`config.mk`:
```
export PLATFORM = sky130hd
export DESIGN_NAME = dice_prize_engine
export DESIGN_NICKNAME = d
export VERILOG_FILES = /design/src/rtl/dice_pkg.sv /design/src/rtl/dice_hist_scan.sv /design/src/rtl/dice_prize_engine.sv
export SDC_FILE = /design/constraint.sdc
export NUM_CORES = 1
export LEC_CHECK = 0
export CAP_MARGIN = 25
export CORE_UTILIZATION = 45
export CTS_BUF_LIST = sky130_fd_sc_hd__clkbuf_2 sky130_fd_sc_hd__clkbuf_4 sky130_fd_sc_hd__clkbuf_8
export CTS_CLUSTER_SIZE = 30
export DETAILED_ROUTE_END_ITERATION = 8
export SLEW_MARGIN = 20
export SYNTH_ARGS = -nofsm -noshare
export SYNTH_HDL_FRONTEND = slang
export SYNTH_SLANG_ARGS = --single-unit
export TNS_END_PERCENT = 20
```
`constraint.sdc`:
```
create_clock -name clk -period 9.2 [get_ports clk]
set_input_delay 1.38 -clock clk [delete_from_list [all_inputs] [get_ports clk]]
set_output_delay 1.38 -clock clk [all_outputs]
set_load 0.01 [all_outputs]
```
`src/rtl/dice_pkg.sv`:
```
// Shared constants, state encoding and face validity helper for the dice prize engine.
package dice_pkg;

    localparam int unsigned PRZ_NONE    = 0;
    localparam int unsigned PRZ_THREE   = 1;
    localparam int unsigned PRZ_FULL    = 2;
    localparam int unsigned PRZ_FOUR    = 3;
    localparam int unsigned PRZ_STRAIGHT = 4;
    localparam int unsigned PRZ_JACKPOT = 5;
    localparam int unsigned PRZ_W       = 6;

    typedef enum logic [1:0] {
        COLLECT,
        EVAL,
        DONE
    } state_t;

    function automatic logic face_is_valid(input int unsigned face, input int unsigned num_faces);
        return (face >= 1) && (face <= num_faces);
    endfunction

endpackage

```
`src/rtl/dice_hist_scan.sv`:
```
// Per-face histogram with an iterative scan producing max, second-max and distinct-face counts.
module dice_hist_scan #(
    parameter int unsigned NUM_FACES = 6,
    parameter int unsigned CNT_W     = 3,
    parameter int unsigned IDX_W     = 3,
    parameter int unsigned DIST_W    = 3
) (
    input  logic              clk,
    input  logic              rst,
    input  logic              clr,
    input  logic              inc,
    input  logic [IDX_W-1:0]  inc_face,
    input  logic              scan_en,
    input  logic [IDX_W-1:0]  scan_idx,
    output logic [CNT_W-1:0]  max_c,
    output logic [CNT_W-1:0]  second_c,
    output logic [DIST_W-1:0] distinct_c
);

    logic [CNT_W-1:0]  hist [NUM_FACES+1];
    logic [CNT_W-1:0]  max_q;
    logic [CNT_W-1:0]  second_q;
    logic [DIST_W-1:0] distinct_q;
    logic [CNT_W-1:0]  cur;

    // Fold the currently indexed face into the running statistics.
    always_comb begin
        cur        = hist[scan_idx];
        max_c      = max_q;
        second_c   = second_q;
        distinct_c = distinct_q + DIST_W'(cur != '0);
        if (cur > max_q) begin
            max_c    = cur;
            second_c = max_q;
        end else if (cur > second_q) begin
            second_c = cur;
        end
    end

    always_ff @(posedge clk) begin
        if (rst || clr) begin
            hist       <= '{default: '0};
            max_q      <= '0;
            second_q   <= '0;
            distinct_q <= '0;
        end else begin
            if (inc) begin
                hist[inc_face] <= hist[inc_face] + CNT_W'(1);
            end
            if (scan_en) begin
                max_q      <= max_c;
                second_q   <= second_c;
                distinct_q <= distinct_c;
            end
        end
    end

endmodule

```
`src/rtl/dice_prize_engine.sv`:
```
// Collects NUM_DICE faces over a valid/ready stream, scans the histogram and
// presents a held one-hot prize classification with a completed-round counter.
module dice_prize_engine
    import dice_pkg::*;
#(
    parameter int unsigned NUM_DICE  = 6,
    parameter int unsigned FACE_W    = 3,
    parameter int unsigned NUM_FACES = 6,
    parameter int unsigned RND_W     = 8
) (
    input  logic              clk,
    input  logic              rst,
    input  logic              clear,
    input  logic              die_valid,
    input  logic [FACE_W-1:0] die_face,
    output logic              die_ready,
    output logic              out_valid,
    input  logic              out_ready,
    output logic [PRZ_W-1:0]  prize,
    output logic              err,
    output logic [RND_W-1:0]  round_cnt
);

    localparam int unsigned CNT_W  = $clog2(NUM_DICE + 1);
    localparam int unsigned IDX_W  = $clog2(NUM_FACES + 1);
    localparam int unsigned DMAX   = (NUM_FACES > NUM_DICE) ? NUM_FACES : NUM_DICE;
    localparam int unsigned DIST_W = $clog2(DMAX + 1);

    state_t            state;
    logic [CNT_W-1:0]  dcnt;
    logic              err_sticky;
    logic [IDX_W-1:0]  scan_idx;
    logic              face_ok;
    logic              accept;
    logic              inc;
    logic              scan_en;
    logic              hist_clr;
    logic [CNT_W-1:0]  max_c;
    logic [CNT_W-1:0]  second_c;
    logic [DIST_W-1:0] distinct_c;
    logic [PRZ_W-1:0]  prize_c;
    int unsigned       mx;
    int unsigned       sc;
    int unsigned       ds;

    assign die_ready = (state == COLLECT) && !clear;
    assign accept    = die_valid && die_ready;
    assign face_ok   = face_is_valid(32'(die_face), NUM_FACES);
    assign inc       = accept && face_ok;
    assign scan_en   = (state == EVAL) && !clear;
    assign hist_clr  = clear || ((state == DONE) && out_ready);

    dice_hist_scan #(
        .NUM_FACES (NUM_FACES),
        .CNT_W     (CNT_W),
        .IDX_W     (IDX_W),
        .DIST_W    (DIST_W)
    ) u_scan (
        .clk        (clk),
        .rst        (rst),
        .clr        (hist_clr),
        .inc        (inc),
        .inc_face   (IDX_W'(die_face)),
        .scan_en    (scan_en),
        .scan_idx   (scan_idx),
        .max_c      (max_c),
        .second_c   (second_c),
        .distinct_c (distinct_c)
    );

    // Priority classification on the statistics including the last scanned face.
    always_comb begin
        prize_c = '0;
        mx      = 32'(max_c);
        sc      = 32'(second_c);
        ds      = 32'(distinct_c);
        if (!err_sticky) begin
            if (mx == NUM_DICE)           prize_c[PRZ_JACKPOT]  = 1'b1;
            else if (ds == NUM_DICE)      prize_c[PRZ_STRAIGHT] = 1'b1;
            else if (mx >= 4)             prize_c[PRZ_FOUR]     = 1'b1;
            else if (mx == 3 && sc >= 2)  prize_c[PRZ_FULL]     = 1'b1;
            else if (mx == 3)             prize_c[PRZ_THREE]    = 1'b1;
            else                          prize_c[PRZ_NONE]     = 1'b1;
        end
    end

    always_ff @(posedge clk) begin
        if (rst) begin
            state      <= COLLECT;
            dcnt       <= '0;
            err_sticky <= 1'b0;
            scan_idx   <= '0;
            out_valid  <= 1'b0;
            prize      <= '0;
            err        <= 1'b0;
            round_cnt  <= '0;
        end else if (clear) begin
            state      <= COLLECT;
            dcnt       <= '0;
            err_sticky <= 1'b0;
            out_valid  <= 1'b0;
        end else begin
            case (state)
                COLLECT: begin
                    if (accept) begin
                        dcnt       <= dcnt + CNT_W'(1);
                        err_sticky <= err_sticky | !face_ok;
                        if (dcnt == CNT_W'(NUM_DICE - 1)) begin
                            state    <= EVAL;
                            scan_idx <= IDX_W'(1);
                        end
                    end
                end
                EVAL: begin
                    scan_idx <= scan_idx + IDX_W'(1);
                    if (scan_idx == IDX_W'(NUM_FACES)) begin
                        prize     <= prize_c;
                        err       <= err_sticky;
                        out_valid <= 1'b1;
                        state     <= DONE;
                    end
                end
                DONE: begin
                    if (out_ready) begin
                        out_valid  <= 1'b0;
                        round_cnt  <= round_cnt + RND_W'(1);
                        dcnt       <= '0;
                        err_sticky <= 1'b0;
                        state      <= COLLECT;
                    end
                end
                default: state <= COLLECT;
            endcase
        end
    end

endmodule
```
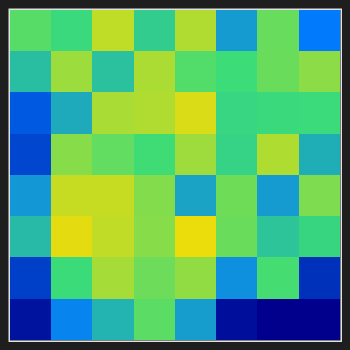
*Cell density map*
(4 px per um) 8 x 8 tiles, from dark blue (low) to red (high), 0 to 100% covered.
- nearly empty tiles: 3.1%
- fullest tile: 72%
- mean over tiles: 47%

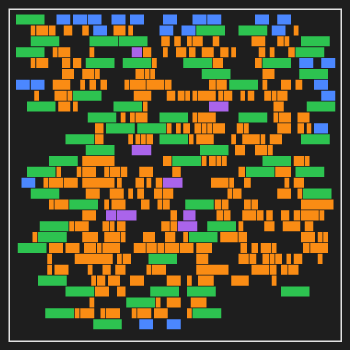
*Placed cells, one colour a class*
(4 px per um)
- remaining buffers and delay cells: blue (cells 24; share of their area 7.5%)
- registers: green (cells 55; share of their area 35%)
- clock drivers and dummy loads: purple (cells 8; share of their area 2.9%)
- remaining logic cells: orange (cells 263; share of their area 55%)

==> impl_table.tex <==
% Auto-generated results table
\begin{tabular}{lr}
\hline
Metric & Value \\
\hline
\multicolumn{2}{l}{\textbf{Status}} \\
\quad Result of the run & finished clean \\
\multicolumn{2}{l}{\textbf{Min path}} \\
\quad Launch point of the worst hold path & prize[1]\$\_SDFFE\_PP0P\_ \\
\multicolumn{2}{l}{\textbf{Final timing}} \\
\quad Slew headroom & 0.332 \\
\quad Endpoints failing setup & 0 \\
\multicolumn{2}{l}{\textbf{Global route}} \\
\quad M1 GR Usage & 0.267 \\
\quad Pin count of the biggest net entering global routing & 28 \\
\quad Grt peak-use layer & met2 \\
\quad Met3 Use GR & 0.0374 \\
\quad Number of antenna violations at the first check in global routing & 0 \\
\quad GRT Residual Overflow & 0 \\
\quad Met2 layer usage reported by global route & 0.305 \\
\multicolumn{2}{l}{\textbf{Power}} \\
\quad Fraction of power spent switching nets & 0.243 \\
\quad Power density over cell area & between 100 and 150 mW/mm\^{}2 \\
\quad Group drawing the most power & registers \\
\quad Max VDD drop & around 54 uV \\
\multicolumn{2}{l}{\textbf{CTS}} \\
\quad Post-CTS clock slew at the launch and capture registers of the worst setup and hold paths & 0.11 ns \\
\quad Total of hold buffers inserted after clock tree synthesis & 0 \\
\quad Inserted Clock Buffers & 5 \\
\quad Number of resized instances in the post-cts repair step & 0 \\
\quad \# Post-CTS Setup Buffers & 0 \\
\multicolumn{2}{l}{\textbf{Floorplan}} \\
\quad Initial core utilization & 0.463 \\
\quad Die Y & between 80 and 90 um \\
\multicolumn{2}{l}{\textbf{Detailed routing}} \\
\quad Detail-routed via count per cell & 5.37 \\
\quad Metal2 WL & 2820 um \\
\multicolumn{2}{l}{\textbf{Cells and area}} \\
\quad Filler instances & about 610 \\
\quad Number of inserted diodes & 0 \\
\quad Proportion of layout cells with a drive suffix above 1 & 0.0543 \\
\multicolumn{2}{l}{\textbf{Synthesis}} \\
\quad Tally of yosys warning messages & 0 \\
\quad Nets in the synthesized netlist & $\sim$360 \\
\quad Dominant register cell in the synthesized netlist & sky130\_fd\_sc\_hd\_\_dfxtp\_1 \\
\quad Area figure in the yosys stat output & 0.00293 sq mm \\
\quad Number of enable-type register cells in the synthesized netlist & 0 \\
\quad Async set or reset register ratio after synthesis & 0 \\
\multicolumn{2}{l}{\textbf{Worst setup path}} \\
\quad Critical path data required time & just under 8 ns \\
\quad Sort of element at the start of the critical path & input pin \\
\quad Critical Setup Path Class & in -> out \\
\quad Startpoint of the lowest-slack register-to-register path & scan\_idx[1]\$\_SDFFE\_PP0P\_ \\
\quad Peak fanout along the critical path & 8 \\
\multicolumn{2}{l}{\textbf{Run}} \\
\quad Max-cap viol count & 0 \\
\hline
\end{tabular}
==> cells in the mapped netlist (5+ instances only) <==
library cell | instances | area (sq um)
sky130_fd_sc_hd__dfxtp_1 | 55 | 1100
sky130_fd_sc_hd__nor2_1 | 47 | 176
sky130_fd_sc_hd__nand2_1 | 29 | 109
sky130_fd_sc_hd__mux2i_1 | 25 | 250
sky130_fd_sc_hd__a21oi_1 | 16 | 80.1
sky130_fd_sc_hd__ha_1 | 14 | 175
sky130_fd_sc_hd__inv_1 | 14 | 52.6
sky130_fd_sc_hd__nand3_1 | 14 | 70.1
sky130_fd_sc_hd__o21ai_0 | 12 | 60.1
sky130_fd_sc_hd__clkbuf_1 | 11 | 41.3
sky130_fd_sc_hd__nor3_1 | 7 | 35.0
sky130_fd_sc_hd__xor2_1 | 7 | 61.3
sky130_fd_sc_hd__a31oi_1 | 6 | 37.5
sky130_fd_sc_hd__nand3b_1 | 6 | 45.0
sky130_fd_sc_hd__nor2b_1 | 6 | 37.5
sky130_fd_sc_hd__and3_1 | 5 | 31.3
sky130_fd_sc_hd__xnor2_1 | 5 | 43.8
==> cell type report <==
class                      count  area (sq um)  area share
inverter                      14          52.6      0.0160
sequential                    55          1100       0.335
clock inverter                 2          16.3     0.00495
timing repair buffer          24           240      0.0731
clock buffer                   6          76.3      0.0232
multi-input combinational    249          1700       0.518
tap                           77          96.3      0.0293
==> per-stage QoR <==
step           std cells  setup WS, ns  cell area [sq um]  power, mW
2_1_floorplan        333          5.75               2930      0.259
3_3_place_gp         419          4.85               3190      0.266
3_5_place_dp         419          4.77               3190      0.266
4_1_cts              427          4.96               3290      0.408
5_1_grt              427          4.80               3290      0.419
6_report             427          4.99               3290      0.402
==> worst max-delay path by stage <==
stage	cells after the start	from	endpoint
after global routing	8	die_face[1]	u_scan.hist[17]$_SDFFE_PP0P_
after detailed placement	8	die_face[1]	u_scan.hist[8]$_SDFFE_PP0P_
after floorplan	8	die_face[1]	u_scan.hist[17]$_SDFFE_PP0P_
after global placement	8	die_face[1]	u_scan.hist[17]$_SDFFE_PP0P_
after CTS	3	clear	die_ready
final	3	clear	die_ready
==> critical path, cell delays in order <==
cell and delay, ns:
sky130_fd_sc_hd__clkdlybuf4s50_1 0.56, sky130_fd_sc_hd__nor3_1 0.29, sky130_fd_sc_hd__clkdlybuf4s50_1 0.59
==> flip-flops by register name, summed over array words and instances, names as in the netlist <==
name               count
scan_idx               3
out_valid              1
state                  2
round_cnt              8
u_scan.distinct_q      3
u_scan.hist           21
u_scan.max_q           3
err                    1
prize                  6
dcnt                   3
u_scan.second_q        3
err_sticky             1
==> cell families (layout without fill, tap and decap cells) <==
kind of cell | after synthesis | in the layout | share of synthesized area
and+or+nand+nor | 131 | 131 | 0.217
AOI/OAI and AO/OA | 55 | 55 | 0.118
DFF | 55 | 55 | 0.376
muxes | 37 | 37 | 0.152
buffers and inverters | 29 | 46 | 0.0411
adders and majority gates | 14 | 14 | 0.0599
xor gates and xnor gates | 12 | 12 | 0.0359
Power is estimated from default activity; no workload was simulated.
